**src/rtl/microseq_next_state.sv**
```systemverilog
// Microsequencer next-state logic: holds the microstore address and picks the next
// one from encoder dispatch, increment, conditional branch or jump, with a wait-loop timeout.
module microseq_next_state #(
    parameter logic [6:0]  FETCH_STATE = 7'd1,
    parameter logic [6:0]  UNDEF_STATE = 7'd127,
    parameter logic [6:0]  ABORT_STATE = 7'd126,
    parameter int unsigned MAX_WAIT    = 16
) (
    input  logic       clk,
    input  logic       reset,
    input  logic [6:0] enc_state,
    input  logic       cond_pass,
    input  logic       moc,
    input  logic [1:0] nsel,
    input  logic [1:0] cond_sel,
    input  logic       inv,
    input  logic [6:0] cr_target,
    output logic [6:0] state,
    output logic       dispatch,
    output logic       timeout
);

    localparam logic [1:0] NSEL_DISPATCH = 2'b00;
    localparam logic [1:0] NSEL_INCR     = 2'b01;
    localparam logic [1:0] NSEL_BRANCH   = 2'b10;
    localparam logic [1:0] NSEL_JUMP     = 2'b11;

    localparam logic [1:0] CSEL_MOC      = 2'd0;
    localparam logic [1:0] CSEL_COND     = 2'd1;
    localparam logic [1:0] CSEL_NMOC     = 2'd2;
    localparam logic [1:0] CSEL_ALWAYS   = 2'd3;

    localparam logic [4:0] WAIT_LAST = 5'(MAX_WAIT - 1);
    localparam logic [4:0] WAIT_SAT  = 5'(MAX_WAIT);

    logic [6:0] state_q, state_d;
    logic       dispatch_q, dispatch_d;
    logic       timeout_q, timeout_d;
    logic [4:0] wait_cnt_q, wait_cnt_d;

    logic       cond_raw;
    logic       cond;
    logic [6:0] state_inc;
    logic [6:0] next_raw;
    logic       dispatch_hit;
    logic       self_loop;
    logic       wait_expire;

    always_comb begin
        cond_raw = 1'b1;
        case (cond_sel)
            CSEL_MOC:    cond_raw = moc;
            CSEL_COND:   cond_raw = cond_pass;
            CSEL_NMOC:   cond_raw = ~moc;
            CSEL_ALWAYS: cond_raw = 1'b1;
            default:     cond_raw = 1'b1;
        endcase
        cond = cond_raw ^ inv;
    end

    always_comb begin
        state_inc    = state_q + 7'd1;
        next_raw     = state_q;
        dispatch_hit = 1'b0;
        case (nsel)
            NSEL_DISPATCH: begin
                if (!cond_pass) begin
                    next_raw = FETCH_STATE;
                end else if (enc_state == 7'd0) begin
                    next_raw = UNDEF_STATE;
                end else begin
                    next_raw     = enc_state;
                    dispatch_hit = 1'b1;
                end
            end
            NSEL_INCR:   next_raw = state_inc;
            NSEL_BRANCH: next_raw = cond ? cr_target : state_inc;
            NSEL_JUMP:   next_raw = cr_target;
            default:     next_raw = state_inc;
        endcase
    end

    // The loop test uses the unoverridden next state, so a dispatch onto the
    // current state also counts toward the timeout; abort beats every source.
    always_comb begin
        self_loop   = (next_raw == state_q);
        wait_expire = self_loop && (wait_cnt_q == WAIT_LAST);
        state_d     = next_raw;
        dispatch_d  = dispatch_hit;
        timeout_d   = 1'b0;
        wait_cnt_d  = '0;
        if (wait_expire) begin
            state_d    = ABORT_STATE;
            dispatch_d = 1'b0;
            timeout_d  = 1'b1;
            wait_cnt_d = '0;
        end else if (self_loop) begin
            wait_cnt_d = (wait_cnt_q == WAIT_SAT) ? WAIT_SAT : wait_cnt_q + 5'd1;
        end
    end

    always_ff @(posedge clk or posedge reset) begin
        if (reset) begin
            state_q    <= '0;
            dispatch_q <= 1'b0;
            timeout_q  <= 1'b0;
            wait_cnt_q <= '0;
        end else begin
            state_q    <= state_d;
            dispatch_q <= dispatch_d;
            timeout_q  <= timeout_d;
            wait_cnt_q <= wait_cnt_d;
        end
    end

    assign state    = state_q;
    assign dispatch = dispatch_q;
    assign timeout  = timeout_q;

endmodule

```
**config.mk**
```make
export PLATFORM = sky130hd
export DESIGN_NAME = microseq_next_state
export DESIGN_NICKNAME = d
export VERILOG_FILES = /design/src/rtl/microseq_next_state.sv
export SDC_FILE = /design/constraint.sdc
export NUM_CORES = 1
export LEC_CHECK = 0
export CELL_PAD_IN_SITES_DETAIL_PLACEMENT = 1
export CELL_PAD_IN_SITES_GLOBAL_PLACEMENT = 1
export CORE_MARGIN = 2
export CORE_UTILIZATION = 35
export DETAILED_ROUTE_END_ITERATION = 8
export GPL_ROUTABILITY_DRIVEN = 0
export PLACE_DENSITY_LB_ADDON = 0.1
export SKIP_CTS_REPAIR_TIMING = 1
export SLEW_MARGIN = 10
export SYNTH_ARGS = -nofsm -noshare
export SYNTH_HDL_FRONTEND = slang
export SYNTH_SLANG_ARGS = --single-unit
```
**constraint.sdc**
```tcl
create_clock -name clk -period 3.06 [get_ports clk]
set_clock_uncertainty 0.1 [all_clocks]
set_input_delay 0.765 -clock clk [delete_from_list [all_inputs] [get_ports clk]]
set_output_delay 0.765 -clock clk [all_outputs]
set_load 0.05 [all_outputs]
```
==> reports/qor.tcl, run 1 <==
set qor(status) {finished with violations}
set qor(violations) {setup timing}
set qor(h-tree-depth) 1
set qor(cp_slowest_stage_delay_ns) 0.54
set qor(diodes) 0
set qor(timing.reg2reg.setup_slack_ns) 0.07
set qor(max-vdd-ir-drop_mv) 0.114
set qor(largest_net_degree_at_the_start_of_global_routing) 15
set qor(die.size.y_um) 67.9
set qor(worst_hold_slack_ns) 0.532
set qor(critical_path.cell_chain) {dlymetal6s2s_1 -> nor4_4 -> buf_4 -> nand2_1 -> a311oi_2 -> a21bo_1 -> o2111ai_2 -> or4_4 -> buf_8 -> o2111ai_1}
set qor(fin_crit_sh_pct) 100
set qor(mappedNetlistNets) 191
set qor(critical_path.startpoint_type) {input port}
set qor(timing.final.setup_violations) 3
set qor(ys_seq_elements) 14
set qor(drcViolationCount) 0
set qor(gate_count_after_technology_mapping) 164
set qor(final-comb-area_um2) 1170
set qor(grt_antenna_before_repair) 0
set qor(port_buffers) 31
set qor(postSynth.asyncResetShare_pct) 100
set qor(timing.hold.worst.class) {flip-flop to flip-flop}
set qor(num_io_pins) 32
set qor(seq_power_share_pct) 27.2
set qor(timing.critical_path.buf_inv) 3
set qor(yosys_most_used_dff) {dfrtp_1}
set qor(detail_route.wl_per_cell_um) 19.2
set qor(comb-power_uw) 440
set qor(final_cell_mix) {buf_4 (49), clkdlybuf4s50_1 (17), inv_1 (14), dfrtp_1 (14), dlymetal6s2s_1 (12)}
set qor(number_of_buffers_added_by_the_clock_tree_synthesis_step) 3
set qor(final_critical_path_setup_slack_ns) -0.0143
-- run 1: Yosys cell counts (all sizes together), types with 5 or more instances --
library cell / count
dfrtp: 14
nand2: 11
a21oi: 5
inv: 14
nor3: 8
a211oi: 8
o211ai: 5
o21ai: 11
xnor2: 6
-- run 1: cells by family after synthesis --
| kind of cell | Yosys count | synth area share (%) |
|---|---|---|
| flops | 14 | 24.5 |
| simple gates | 56 | 25.2 |
| mux | 1 | 0.700 |
| buf+inv | 19 | 7.35 |
| xor+xnor | 9 | 6.04 |
| fa+ha+maj | 4 | 3.50 |
| compound gates | 61 | 32.7 |
-- run 1: layout make-up --
type / instances / share of cell area (%)
multi-input cells: 131 / 48.2
repair buffers: 83 / 30.9
inverters: 14 / 2.17
clock buffers: 3 / 1.70
well taps: 50 / 2.58
flip-flops and latches: 14 / 14.5
-- run 1: stage by stage --
step                      utilization, %  power, µW  instance area [µm²]
after CTS                           53.6        746                 2130
after detailed placement            52.6        599                 2090
after floorplan                        -        423                 1430
after global routing                61.0        842                 2420
final                               61.0        801                 2420
after global placement              52.6        585                 2090
-- run 1: worst paths after layout --
check,start,end,cells after the start
max in group asynchronous,reset,wait_cnt_q[2]$_DFF_PP0_,2
min in group asynchronous,reset,state[1]$_DFF_PP0_,2
setup reg to reg,state[1]$_DFF_PP0_,state[5]$_DFF_PP0_,9
hold reg to reg,wait_cnt_q[0]$_DFF_PP0_,wait_cnt_q[0]$_DFF_PP0_,3
hold / removal,wait_cnt_q[0]$_DFF_PP0_,wait_cnt_q[0]$_DFF_PP0_,3
setup / recovery,enc_state[5],state[5]$_DFF_PP0_,10
-- run 1: layer usage --
layer  share of wire, %  global-route usage, %
met1                 39                   26.3
met2                 55                   45.1
met3                3.0                   1.81
met4                2.3                   6.75
met5                  0                      0
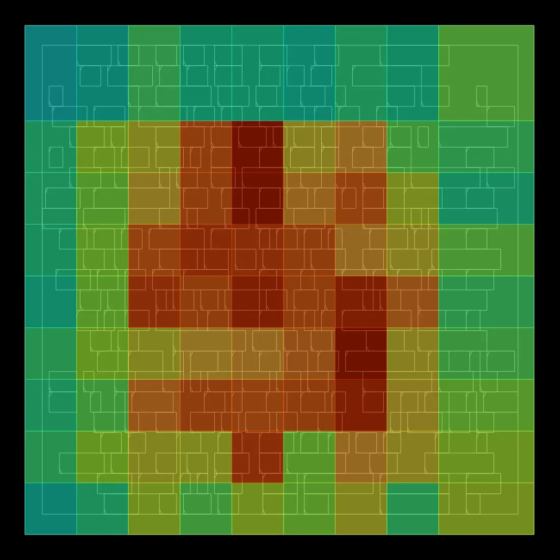
*Track usage over the die, run 1*
GR Layer Usage met2: 45.1%
global routing usage on met1: 26.3%
final core utilization: 61.0%
GR Util All Layers: 23.1%
global-route track usage on met3: 1.81%

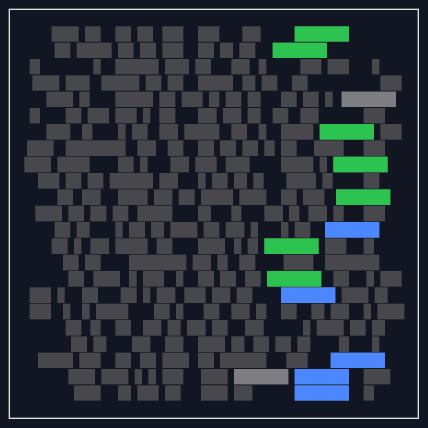
*Where the registers sit, run 1*
Drawn at 6 px/µm.
[state] green | flops: 7
[wait_cnt_q] blue | flops: 5 | where: south-east
not colored: 2
flop share of the area: 14.5%
power consumed by sequential cells: 218 µW
area taken by flip-flops and latches: 350 µm²

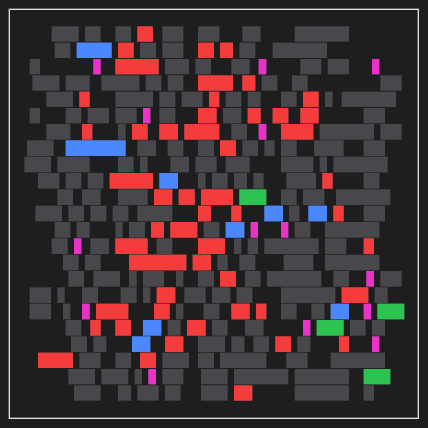
*Gate-type map, run 1*
Drawn at 6 px/µm.
[inverting AOI/OAI gates] red | cells: 51
[XOR/XNOR gates] blue | cells: 9
[adder and majority cells] green | cells: 4 | where: south-east
[inverters] magenta | cells: 14 | where: spread over the die
most used logic cell in the final layout: buf_4
Final Instance Count excl. Fillers: 295
combinational fraction of the cell area: 48.2%

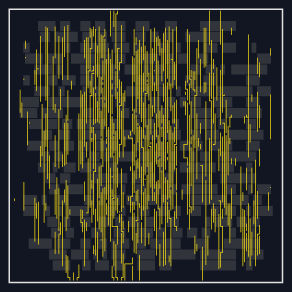
*Metal 2, run 1*
Drawn at 4 px/µm. Cells faint in the background.
wire length on this layer: 3,130 µm
longest straight run: 37.7 µm
nets with wire on the layer: 249
share of all routed wire: 55%
main direction: vertical

### Close-up of the layout, run 1

Window x 14 to 54, y 28 to 68 µm. Cells in gray, sequential cells in the stronger gray; small squares are vias.
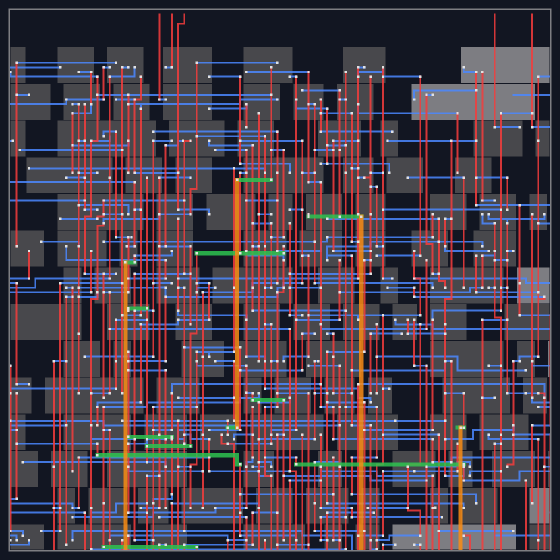

==> inputs of run 2 (changes only) <==
==> constraint.sdc (replaced) <==
create_clock -name clk -period 3.06 [get_ports clk]
set_clock_uncertainty 0.1 [all_clocks]
set_input_delay 0.918 -clock clk [delete_from_list [all_inputs] [get_ports clk]]
set_output_delay 0.918 -clock clk [all_outputs]
set_load 0.05 [all_outputs]
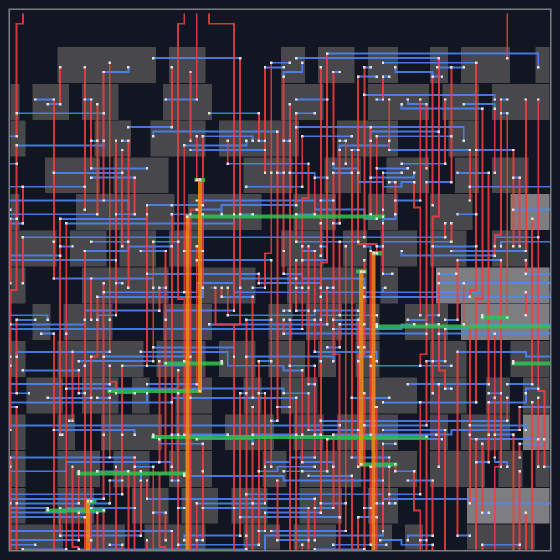
*Close-up of the layout, run 2*
Window x 14 to 54, y 28 to 68 µm. Cells in gray, sequential cells in the stronger gray; small squares are vias.
[metal 2] red
[metal 4] orange
[metal 3] green
[metal 1] blue
netlist names of flops here include: state (2), wait_cnt_q (1)
most frequent: buf_4 (23), inv_1 (5), nand2_1 (5)
cells with their middle in the window: 100
sequential cells in the window: 3

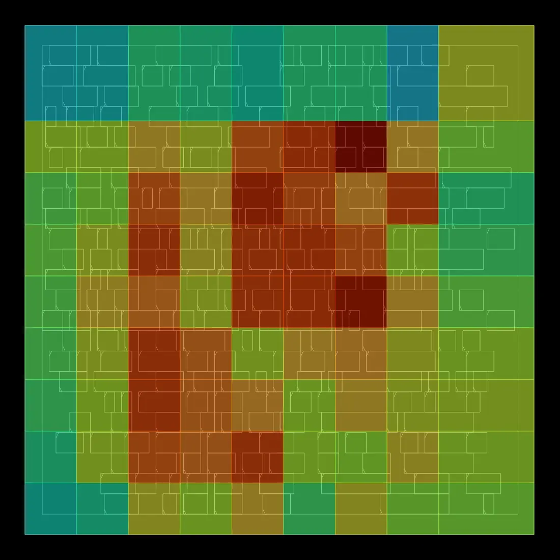
*Track usage over the die, run 2*
global routing usage on met1: 27.4%
Top Usage Layer GRT: met2
routed length per instance: 20.6 µm
GR Util All Layers: 23.6%
final core utilization: 60.6%

==> reports/qor.tcl, run 2 <==
set qor(status) {finished with violations}
set qor(violations) {setup timing}
set qor(gate_count_after_technology_mapping) 164
set qor(final_critical_path_setup_slack_ns) -0.213
set qor(post_synth_most_frequent_cells) {dfrtp_1 (14), inv_1 (14), nand2_1 (11)}
set qor(timing.critical_path.to) {state[5]$_DFF_PP0_}
set qor(final_cells) 294
set qor(timing.reg2reg.setup_slack_ns) 0.02
set qor(mappedNetlistNets) 191
set qor(max-vdd-ir-drop_mv) 0.162
set qor(worstReg2RegStart) {state[0]$_DFF_PP0_}
set qor(timing.final.setup_violations) 9
set qor(min_from) {wait_cnt_q[2]$_DFF_PP0_}
set qor(number_of_buffers_added_by_the_clock_tree_synthesis_step) 3
set qor(r2r_end) {state[5]$_DFF_PP0_}
set qor(largest_net_degree_at_the_start_of_global_routing) 17
set qor(whs_endpoint) {wait_cnt_q[2]$_DFF_PP0_}
set qor(timing.hold.worst.class) {flip-flop to flip-flop}
set qor(worstSetupPathDepth) 12
set qor(critical_path.startpoint_type) {input port}
set qor(mostFrequentLayoutCell) {buf_4}
set qor(grt_antenna_before_repair) 0
set qor(drcViolationCount) 0
set qor(num_io_pins) 32
set qor(h-tree-depth) 1
==> run 2: cell types whose count changed in the layout (fill, tap and decap cells not counted), sizes merged <==
cell | before | now
clkbuf | 5 | 3
clkdlybuf4s50 | 17 | 21
dlymetal6s2s | 12 | 9
==> run 2: routing by layer <==
metal	vias to the layer above	part of all wire, %	global-route usage [%]
met5	-	0	0
met4	0	2.2	7.00
met2	39	55	45.1
met3	12	2.7	2.30
met1	888	40	27.4
li1	800	-	-
==> run 2: logic make-up after synthesis <==
kind of cell | count (synthesis) | share of synthesized area (%)
muxes | 1 | 0.700
buffers and inverters | 19 | 7.35
and+or+nand+nor | 56 | 25.2
DFF | 14 | 24.5
adders and majority gates | 4 | 3.50
xor gates and xnor gates | 9 | 6.04
AOI/OAI and AO/OA | 61 | 32.7
==> run 2: worst reg2reg max path, stage by stage, from the launching register on <==
cell       delay (ns)
dfrtp_1          0.40
ha_1             0.35
or4bb_1          0.55
nor3_2           0.23
nor3_2           0.10
a31oi_1          0.21
o22ai_2          0.13
or4_4            0.55
buf_2            0.17
o2111ai_1        0.17
==> run 2: cell type report <==
cell class,instances,area (µm²),area share [%]
clock buffer,3,41.3,1.72
inverter,14,52.6,2.18
multi-input combinational,131,1160,48.3
sequential,14,350,14.6
tap,50,62.6,2.60
timing repair buffer,82,737,30.6
==> run 2: power by group <==
part,switching (µW),total (µW),internal (µW)
clock,58.4,145,86.8
sequential,24.4,225,200
combinational,238,439,201
==> run 2: stage by stage <==
stage | util, % | TNS (ns) | area [µm²]
floorplan | - | 0 | 1450
finish | 60.6 | -1.52 | 2410
CTS | 53.4 | -6.60 | 2120
global route | 60.6 | -2.56 | 2410
global placement | 52.4 | -8.38 | 2080
detailed placement | 52.4 | -10.12 | 2080
### Where the registers sit, run 2

Drawn at 6 px/µm.
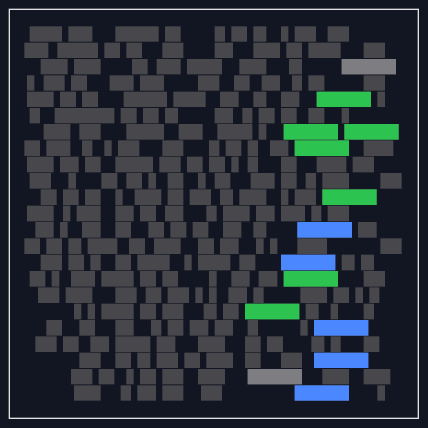

==> inputs of run 3 (changes only) <==
--- a/config.mk
+++ b/config.mk
@@ -11,7 +11,7 @@
 export CORE_UTILIZATION = 35
 export DETAILED_ROUTE_END_ITERATION = 8
 export GPL_ROUTABILITY_DRIVEN = 0
-export PLACE_DENSITY_LB_ADDON = 0.1
+export PLACE_DENSITY = 0.79
 export SKIP_CTS_REPAIR_TIMING = 1
 export SLEW_MARGIN = 10
 export SYNTH_ARGS = -nofsm -noshare
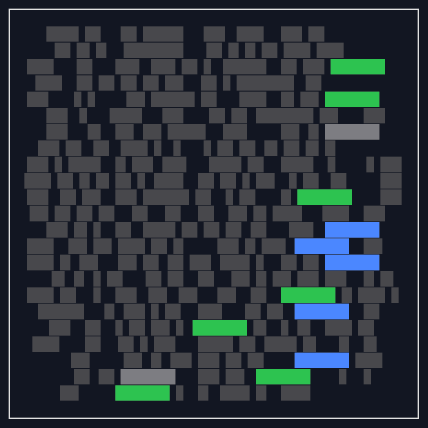
*Where the registers sit, run 3*
Drawn at 6 px/µm.
[state] green | flops: 7
[wait_cnt_q] blue | flops: 5
not colored: 2
final core utilization: 61.0%
power consumed by sequential cells: 225 µW
flop share of the area: 14.5%

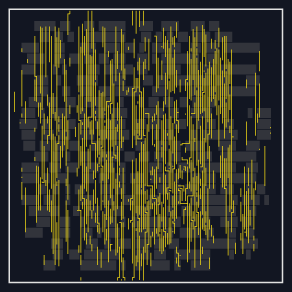
*Metal 2, run 3*
Drawn at 4 px/µm. Cells faint in the background.
main direction: vertical
share of all routed wire: 52%
wire length on this layer: 3,280 µm
longest straight run: 39.8 µm
nets with wire on the layer: 261

==> reports/qor.tcl, run 3 <==
set qor(status) {finished with violations}
set qor(violations) {setup timing}
set qor(h-tree-depth) 1
set qor(timing.final.setup_violations) 11
set qor(max-vdd-ir-drop_mv) 0.199
set qor(critical_path.startpoint_type) {input port}
set qor(final_cell_mix) {buf_4 (48), clkdlybuf4s50_1 (19), dfrtp_1 (14)}
set qor(mostFrequentLayoutCell) {buf_4}
set qor(num_io_pins) 32
set qor(wl_met2_um) 3280
set qor(grt_usage_pct) 23.4
set qor(post_synth_most_frequent_cells) {dfrtp_1 (14), inv_1 (14), nand2_1 (11)}
set qor(fin_crit_sh_pct) 108
set qor(placement.cell_area_um2) 2100
set qor(final_cells) 296
set qor(port_buffers) 31
set qor(gate_count_after_technology_mapping) 164
set qor(number_of_buffers_added_by_the_clock_tree_synthesis_step) 3
set qor(grt_use_met3_pct) 2.30
set qor(timing.setup.tns_ns) -1.64
set qor(timing.reg2reg.setup_slack_ns) -0.07
set qor(ys_seq_elements) 14
set qor(final_critical_path_setup_slack_ns) -0.238
set qor(r2r_end) {state[3]$_DFF_PP0_}
run 3: cell count changes in the layout (fill, tap and decap cells not counted), moves of 2 or more:
cell and change:
buf_4 +3, o311ai_4 +2, a211oi_2 -2, buf_6 -2
a211oi_1 +2, o21ai_1 -2, o311ai_2 -2, clkdlybuf4s50_1 -2
run 3: cell type report:
type	instances	area share, %
Multi-Input combinational cell	131	48.2
Timing Repair Buffer	83	30.3
Sequential cell	14	14.5
Tap cell	50	2.58
Clock buffer	4	2.27
Inverter	14	2.17
run 3: logic make-up after synthesis:
logic type | synth area share (%)
mux | 0.700
flops | 24.5
simple gates | 25.2
xor+xnor | 6.04
buf+inv | 7.35
compound gates | 32.7
fa+ha+maj | 3.50
run 3: worst max-delay path by stage:
stage                    endpoint  slack (ns)  cells after the start
3_3_place_gp   state[1]$_DFF_PP0_       -0.69                     11
6_report       state[3]$_DFF_PP0_       -0.24                     11
5_1_grt        state[4]$_DFF_PP0_       -0.27                     10
2_1_floorplan  state[1]$_DFF_PP0_       0.003                      9
4_1_cts        state[5]$_DFF_PP0_       -0.54                     10
3_5_place_dp   state[5]$_DFF_PP0_       -0.81                     10
run 3: where the power goes:
group | switching (µW) | internal [µW]
combinational | 248 | 202
clock | 69.5 | 114
sequential | 25.1 | 200
total | 343 | 516
run 3: per-stage QoR:
stage	util [%]	setup WS, ns
floorplan	-	0.00265
global placement	52.8	-0.694
detailed placement	52.8	-0.811
CTS	54.2	-0.537
global route	61.0	-0.269
finish	61.0	-0.238
run 3: worst max-delay path: stages:
cell,delay (ns)
buf_6,0.09
buf_8,0.13
xnor2_4,0.19
a211oi_4,0.37
buf_4,0.21
o311ai_4,0.10
a31oi_1,0.26
o22ai_2,0.16
or4_4,0.55
buf_6,0.15
o211ai_1,0.21
Power figures rest on the tool's default switching activity, not on a simulated workload.
